**config.mk**
```make
export PLATFORM = sky130hd
export DESIGN_NAME = pwm_gen_mc
export DESIGN_NICKNAME = d
export VERILOG_FILES = /design/src/rtl/pwm_gen_mc.sv
export SDC_FILE = /design/constraint.sdc
export NUM_CORES = 1
export LEC_CHECK = 0
export ABC_CLOCK_PERIOD_IN_PS = 5040
export CELL_PAD_IN_SITES_DETAIL_PLACEMENT = 2
export CELL_PAD_IN_SITES_GLOBAL_PLACEMENT = 2
export CORE_MARGIN = 2
export CORE_UTILIZATION = 35
export DETAILED_ROUTE_END_ITERATION = 12
export GPL_ROUTABILITY_DRIVEN = 0
export PLACE_DENSITY = 0.82
export SYNTH_ARGS = -nofsm -noshare
export SYNTH_HDL_FRONTEND = slang
export SYNTH_SLANG_ARGS = --single-unit
export TNS_END_PERCENT = 10
```
**constraint.sdc**
```tcl
create_clock -name CLOCK_50 -period 5.04 [get_ports CLOCK_50]
set_clock_uncertainty 0.1 [all_clocks]
set_input_delay 0.504 -clock CLOCK_50 [delete_from_list [all_inputs] [get_ports CLOCK_50]]
set_output_delay 0.504 -clock CLOCK_50 [all_outputs]
set_load 0.05 [all_outputs]
```
**src/rtl/pwm_gen_mc.sv**
```systemverilog
// Multi-channel PWM generator: shared prescaler and period counter, commands double-buffered to period boundaries.
// Optional duty ramping is compiled in when PWM_GEN_MC_RAMP_EN is defined.
module pwm_gen_mc #(
    parameter int CHANNELS  = 4,
    parameter int WIDTH     = 10,
    parameter int CNT_W     = 16,
    parameter int PRESCALE  = 64,
    parameter int PERIOD    = 530,
    parameter int OFFSET    = 250,
    parameter int DEADZONE  = 12,
    parameter int RAMP_STEP = 4
) (
    input  logic                      CLOCK_50,
    input  logic                      RESET_N,
    input  logic [CHANNELS*WIDTH-1:0] PWMinput,
    input  logic [CHANNELS-1:0]       enable,
    input  logic                      load,
    output logic                      load_ack,
    output logic                      period_start,
    output logic [CHANNELS-1:0]       PWMout
);

    localparam int PS_W = (PRESCALE > 1) ? $clog2(PRESCALE) : 1;

    logic [PS_W-1:0]           presc_reg;
    logic [CNT_W-1:0]          cnt_reg;
    logic                      tick;
    logic                      boundary;
    logic                      pend_flag_reg;
    logic [CHANNELS*WIDTH-1:0] pending_reg;
    logic [CHANNELS*WIDTH-1:0] target_reg;
    logic [CHANNELS*WIDTH-1:0] target_next;
    logic [WIDTH-1:0]          duty [CHANNELS];
    logic [CNT_W:0]            eff  [CHANNELS];
    logic [CHANNELS-1:0]       pwm_next;

    assign tick        = (presc_reg == PS_W'(PRESCALE - 1));
    assign boundary    = tick && (cnt_reg == CNT_W'(PERIOD - 1));
    assign target_next = (boundary && pend_flag_reg) ? pending_reg : target_reg;

    always_ff @(posedge CLOCK_50 or negedge RESET_N) begin
        if (!RESET_N) begin
            presc_reg <= '0;
            cnt_reg   <= '0;
        end else begin
            presc_reg <= tick ? '0 : presc_reg + 1'b1;
            if (tick)
                cnt_reg <= (cnt_reg == CNT_W'(PERIOD - 1)) ? '0 : cnt_reg + 1'b1;
        end
    end

    // A load coinciding with a boundary refills pending after the old pending value is consumed.
    always_ff @(posedge CLOCK_50 or negedge RESET_N) begin
        if (!RESET_N) begin
            pending_reg   <= '0;
            pend_flag_reg <= 1'b0;
            target_reg    <= '0;
        end else begin
            target_reg <= target_next;
            if (load) begin
                pending_reg   <= PWMinput;
                pend_flag_reg <= 1'b1;
            end else if (boundary) begin
                pend_flag_reg <= 1'b0;
            end
        end
    end

    always_ff @(posedge CLOCK_50 or negedge RESET_N) begin
        if (!RESET_N) begin
            load_ack     <= 1'b0;
            period_start <= 1'b0;
            PWMout       <= '0;
        end else begin
            load_ack     <= boundary && pend_flag_reg;
            period_start <= boundary;
            PWMout       <= pwm_next;
        end
    end

    generate
        for (genvar gi = 0; gi < CHANNELS; gi++) begin : g_chan
`ifdef PWM_GEN_MC_RAMP_EN
            logic [WIDTH-1:0] act_reg;
            logic [WIDTH-1:0] tgt;

            assign tgt = target_next[gi*WIDTH +: WIDTH];

            // Step toward the target that becomes current at this boundary.
            always_ff @(posedge CLOCK_50 or negedge RESET_N) begin
                if (!RESET_N) begin
                    act_reg <= '0;
                end else if (boundary) begin
                    if (tgt > act_reg)
                        act_reg <= ({1'b0, tgt - act_reg} > (WIDTH+1)'(RAMP_STEP)) ?
                                   act_reg + WIDTH'(RAMP_STEP) : tgt;
                    else if (tgt < act_reg)
                        act_reg <= ({1'b0, act_reg - tgt} > (WIDTH+1)'(RAMP_STEP)) ?
                                   act_reg - WIDTH'(RAMP_STEP) : tgt;
                end
            end

            assign duty[gi] = act_reg;
`else
            assign duty[gi] = target_reg[gi*WIDTH +: WIDTH];
`endif
            // One extra bit keeps duty+OFFSET from wrapping; anything >= PERIOD is solid high.
            assign eff[gi] = (32'(duty[gi]) <= DEADZONE) ? '0 :
                             (CNT_W+1)'(duty[gi]) + (CNT_W+1)'(OFFSET);
            assign pwm_next[gi] = enable[gi] && ({1'b0, cnt_reg} < eff[gi]);
        end
    endgenerate

endmodule

```
==> run_1/pdn.png <==
The bar under the picture is 50 µm long. Pins as bars on the die edge.
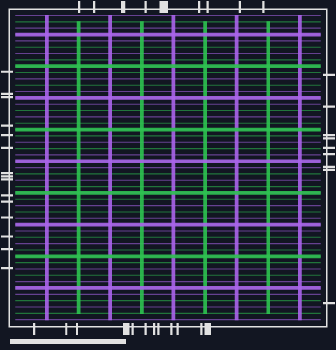
| colour | net |
|---|---|
| green | VDD |
| purple | VSS |
rows: 48
met1 rails: 49
signal pins: 53
Die Y: 136 µm
maximum vdd drop: 0.151 mV
core area: 17100 µm²
horizontal die dimension: 136 µm

==> run_1/cell_classes.png <==
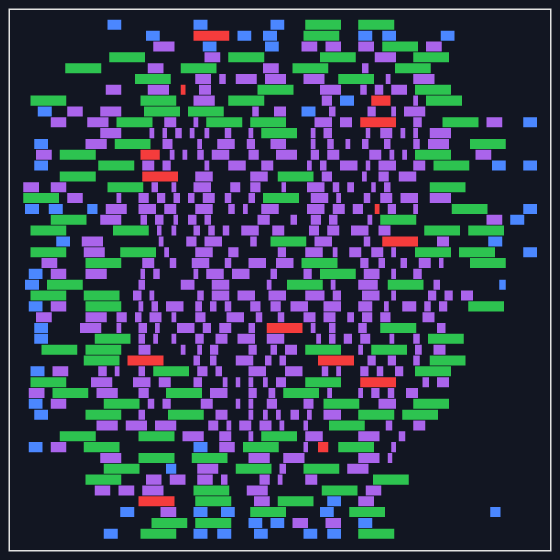
| colour | class | cells |
|---|---|---|
| green | flip-flops | 109 |
| red | clock drivers and dummy loads | 14 |
| purple | all other logic | 399 |
| blue | other buffers and delay cells | 54 |
num rows: 48
share of cell area taken by flip-flops and latches: 38.8%
Final Core Density: 41.1%
post-route cell area: 7030 µm²

==> ds_physical_params.txt, run 1 <==
Physical implementation characteristics

Parameter                              Value

Status
  Outcome    completed

Drt
  DRC marker count from the first detailed-route iteration    198
  Routed vias    4277

Logic synthesis
  Most instantiated flip-flop cell in the synthesis netlist    dfrtp_1
  Yosys simple share    13.6%
  Largest family of logic cells by area    multiplexers
  Count of flip-flops with a built-in enable after synthesis    0
  Per-instance average area after synthesis    11.7 µm²
  AND-OR/OR-AND Cells, Area Fraction    7.03%

Clocking
  Count of instances resized after the clock tree is built    0
  Post-CTS Setup Repair Bufs    0

Global route
  Total routing resource utilization after global routing    18.5%
  Largest net degree at the start of global routing    59
  Total congestion overflow after global routing    0

Pwr
  Power Sequential    0.000925 W
  Static Leak    3.17 nW

Setup path
  Worst Path Required    5.18 ns
  Worst reg-to-reg setup slack    1.71 ns
  Capturing point of the worst reg2reg path    target_reg[31]$_DFFE_PN0P_

Timing
  Final Max Slew Viols    0
==> run_1/clock_map.png <==
The bar under the picture is 50 µm long.
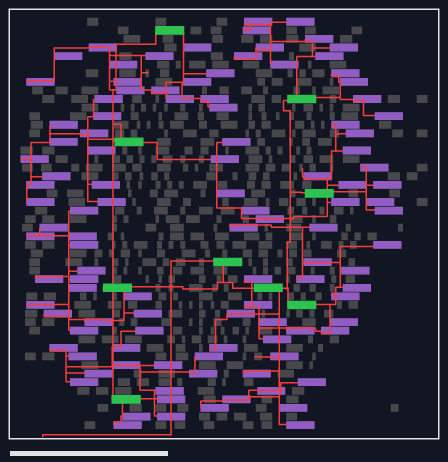
[red] clock wires | length: 1510 µm
[green] cells driving clock nets | count: 9
[purple] flip-flops | count: 109
flops lie: spread over the die
worst-skew pair later-pin latency: 0.36 ns
Clock Power: 0.000675 W
clock share of power: 39.7%

-- run 1: cells by family (layout without fill, tap and decap cells) --
| logic type | Yosys count | in the layout |
|---|---|---|
| multiplexers | 80 | 80 |
| XOR/XNOR | 34 | 34 |
| flip-flops | 109 | 109 |
| AND-OR/OR-AND | 69 | 69 |
| AND/OR/NAND/NOR | 160 | 160 |
| buffers and inverters | 21 | 77 |
| adder cells (fa/ha/maj) | 47 | 47 |
-- run 1: per-layer routing --
layer | GRT usage, % | routed length [µm] | vias up
li1 | - | - | 1991
met1 | 22.4 | 6640 | 2206
met2 | 32.7 | 7990 | 55
met3 | 2.62 | 313 | 25
met4 | 8.22 | 452 | 0
met5 | 0 | 0 | -
-- run 1: worst max path at each step --
| stage | from | endpoint | slack, ns | cells past startpoint |
|---|---|---|---|---|
| 6_report | cnt_reg[1]$_DFFE_PN0N_ | target_reg[31]$_DFFE_PN0P_ | 1.71 | 7 |
| 5_1_grt | cnt_reg[1]$_DFFE_PN0N_ | target_reg[37]$_DFFE_PN0P_ | 1.52 | 7 |
| 4_1_cts | cnt_reg[1]$_DFFE_PN0N_ | target_reg[32]$_DFFE_PN0P_ | 1.69 | 7 |
| 3_5_place_dp | cnt_reg[1]$_DFFE_PN0N_ | target_reg[32]$_DFFE_PN0P_ | 1.72 | 7 |
| 3_3_place_gp | cnt_reg[0]$_DFFE_PN0N_ | target_reg[39]$_DFFE_PN0P_ | 1.82 | 6 |
| 2_1_floorplan | target_reg[1]$_DFFE_PN0P_ | PWMout[0]$_DFF_PN0_ | 2.68 | 9 |
-- run 1: cells in the mapped netlist (all sizes together) (9+ instances only) --
library cell    n
ha             47
inv             9
xor2           18
nand3          25
nand2          50
nor3           12
nor2           23
dfrtp         109
xnor2          16
mux2           80
o21ai          15
a21oi          23
==> run_1/final_clocks.png <==
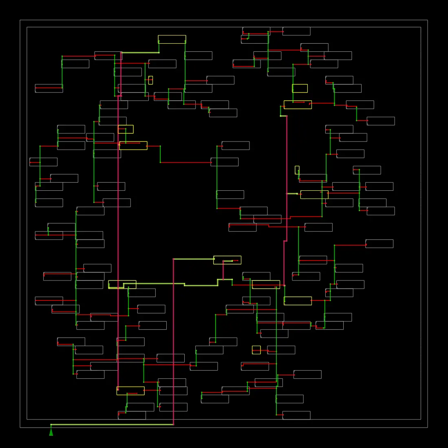

==> run 1 -> run 2 <==
- ABC_CLOCK_PERIOD_IN_PS: 5040 -> 3300
- clock period: 5.04 -> 3.3 ns (I/O delays scaled with it)
==> run_2/final_clocks.png <==
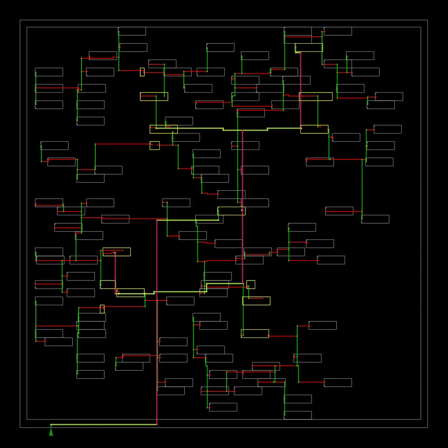
Sinks on Clock Net: 109
Layout clock buffers: 12
number of flip-flops and latches: 109
TritonCTS Buffers: 9

==> ds_physical_params.txt, run 2 <==
Physical implementation characteristics

Parameter                              Value

Global route
  Total congestion overflow after global routing    0 (unchanged)
  Total routing resource utilization after global routing    19.0% (was 18.5%)
  Largest net degree at the start of global routing    63 (was 59)

Drt
  Met2 wire length    8430 µm (was 7990 µm)
  DRC marker count from the first detailed-route iteration    136 (was 198)
  Routed metal-1 wire length    6940 µm (was 6640 µm)
  Top Metal Used    met4 (unchanged)
  Routed vias    4288 (was 4277)
  Pre-Repair DR Iteration Count    4 (unchanged)
  Sum of met3 wire segment lengths after detailed routing    321 µm (was 313 µm)

Floorplan
  Horizontal die dimension    136 µm (unchanged)
  Num rows    48 (unchanged)
  Core area    17100 µm² (unchanged)
  Initial core utilization    35.4% (unchanged)

Logic synthesis
  Per-instance average area after synthesis    11.7 µm² (unchanged)
  Registers, synthesis    109 (unchanged)
  Top-count cell post-synth    dfrtp_1 (unchanged)
  Synth cell count leaders    dfrtp_1, nand2_1, ha_1, mux2_2, mux2_4 (unchanged)
  Cell type contributing the most total cell area after synthesis    dfrtp_1 (unchanged)

Pwr
  Maximum vdd drop    0.242 mV (was 0.151 mV)
  Static Leak    3.20 nW (was 3.17 nW)
  Power Sequential    0.00141 W (was 0.000925 W)

Placement
  Number of placed instances with taps included    789 (was 787)

Timing
  Slew @ Worst Pin    1.01 ns (was 0.994 ns)
  Final Max Slew Viols    0 (unchanged)

Clocking
  Clock transition at the registers of the reported paths    0.07 ns (about the same)
  Count of instances resized after the clock tree is built    0 (unchanged)

Setup path
  Worst reg-to-reg setup slack    0.42 ns (was 1.71 ns)
  Worst-path cell chain    ha_1 -> or4b_4 -> nor4_2 -> and3_2 -> buf_12 -> mux2_4 (was inv_1 -> ha_1 -> or4b_4 -> nor4_2 -> and3_2 -> buf_4 -> mux2_4)
  Crit-path max cell delay    0.66 ns (was 0.68 ns)
  Worst Path Required    3.43 ns (was 5.18 ns)

Finish
  Post-route cell area    7100 µm² (was 7030 µm²)
  Dominant logic cell type in the layout    dfrtp_1 (unchanged)
  Final Core Density    41.5% (was 41.1%)

Status
  Outcome    completed (unchanged)
==> run_2/clock_map.png <==
The bar under the picture is 50 µm long.
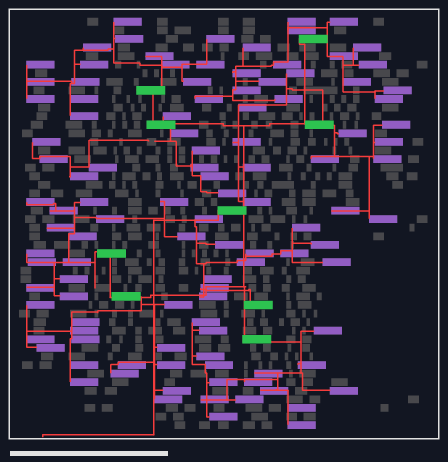
worst-skew pair later-pin latency: 0.35 ns
clock share of power: 41.3%
Clock Power: 0.00110 W

## run 2: cell counts after synthesis
Identical to the previous run, type by type.
## run 2: final cells by class
class | count | area (µm²) | area share [%]
clock buffer | 12 | 246 | 3.47
clock inverter | 3 | 46.3 | 0.652
inverter | 9 | 33.8 | 0.476
multi-input combinational | 390 | 3190 | 44.9
sequential | 109 | 2730 | 38.4
tap | 225 | 282 | 3.96
timing repair buffer | 57 | 578 | 8.14
## run 2: path summary, 6_finish.rpt
check                                       startpoint                         end  cells past startpoint
min in group asynchronous                      RESET_N   target_reg[0]$_DFFE_PN0P_                      2
hold reg to reg            pending_reg[20]$_DFFE_PN0P_  target_reg[20]$_DFFE_PN0P_                      1
setup reg to reg                cnt_reg[0]$_DFFE_PN0N_  target_reg[29]$_DFFE_PN0P_                      6
setup / recovery                cnt_reg[0]$_DFFE_PN0N_  target_reg[29]$_DFFE_PN0P_                      6
hold / removal             pending_reg[20]$_DFFE_PN0P_  target_reg[20]$_DFFE_PN0P_                      1
max in group asynchronous                      RESET_N  target_reg[28]$_DFFE_PN0P_                      3
## run 2: kinds of logic (layout without fill, tap and decap cells)
logic type	after synthesis	in the layout	synth area share, %
AND-OR/OR-AND	69	69	7.03
XOR/XNOR	34	34	4.91
adder cells (fa/ha/maj)	47	47	9.69
buffers and inverters	21	81	2.50
flip-flops	109	109	45.0
multiplexers	80	80	17.3
AND/OR/NAND/NOR	160	160	13.6
## run 2: repair_timing
| item | CTS | global route |
|---|---|---|
| hold buffers | 1 | 0 |
| buffers inserted | 0 | 0 |
| setup endpoints to repair | 0 | 0 |
| hold endpoints to repair | 47 | 0 |
## run 2: routing by layer
layer	GRT usage [%]	vias to the layer above
met5	0	-
met4	6.71	0
li1	-	1998
met3	2.77	23
met1	23.3	2218
met2	34.0	49
No activity file was given, so power comes from the tool's default toggle rates.
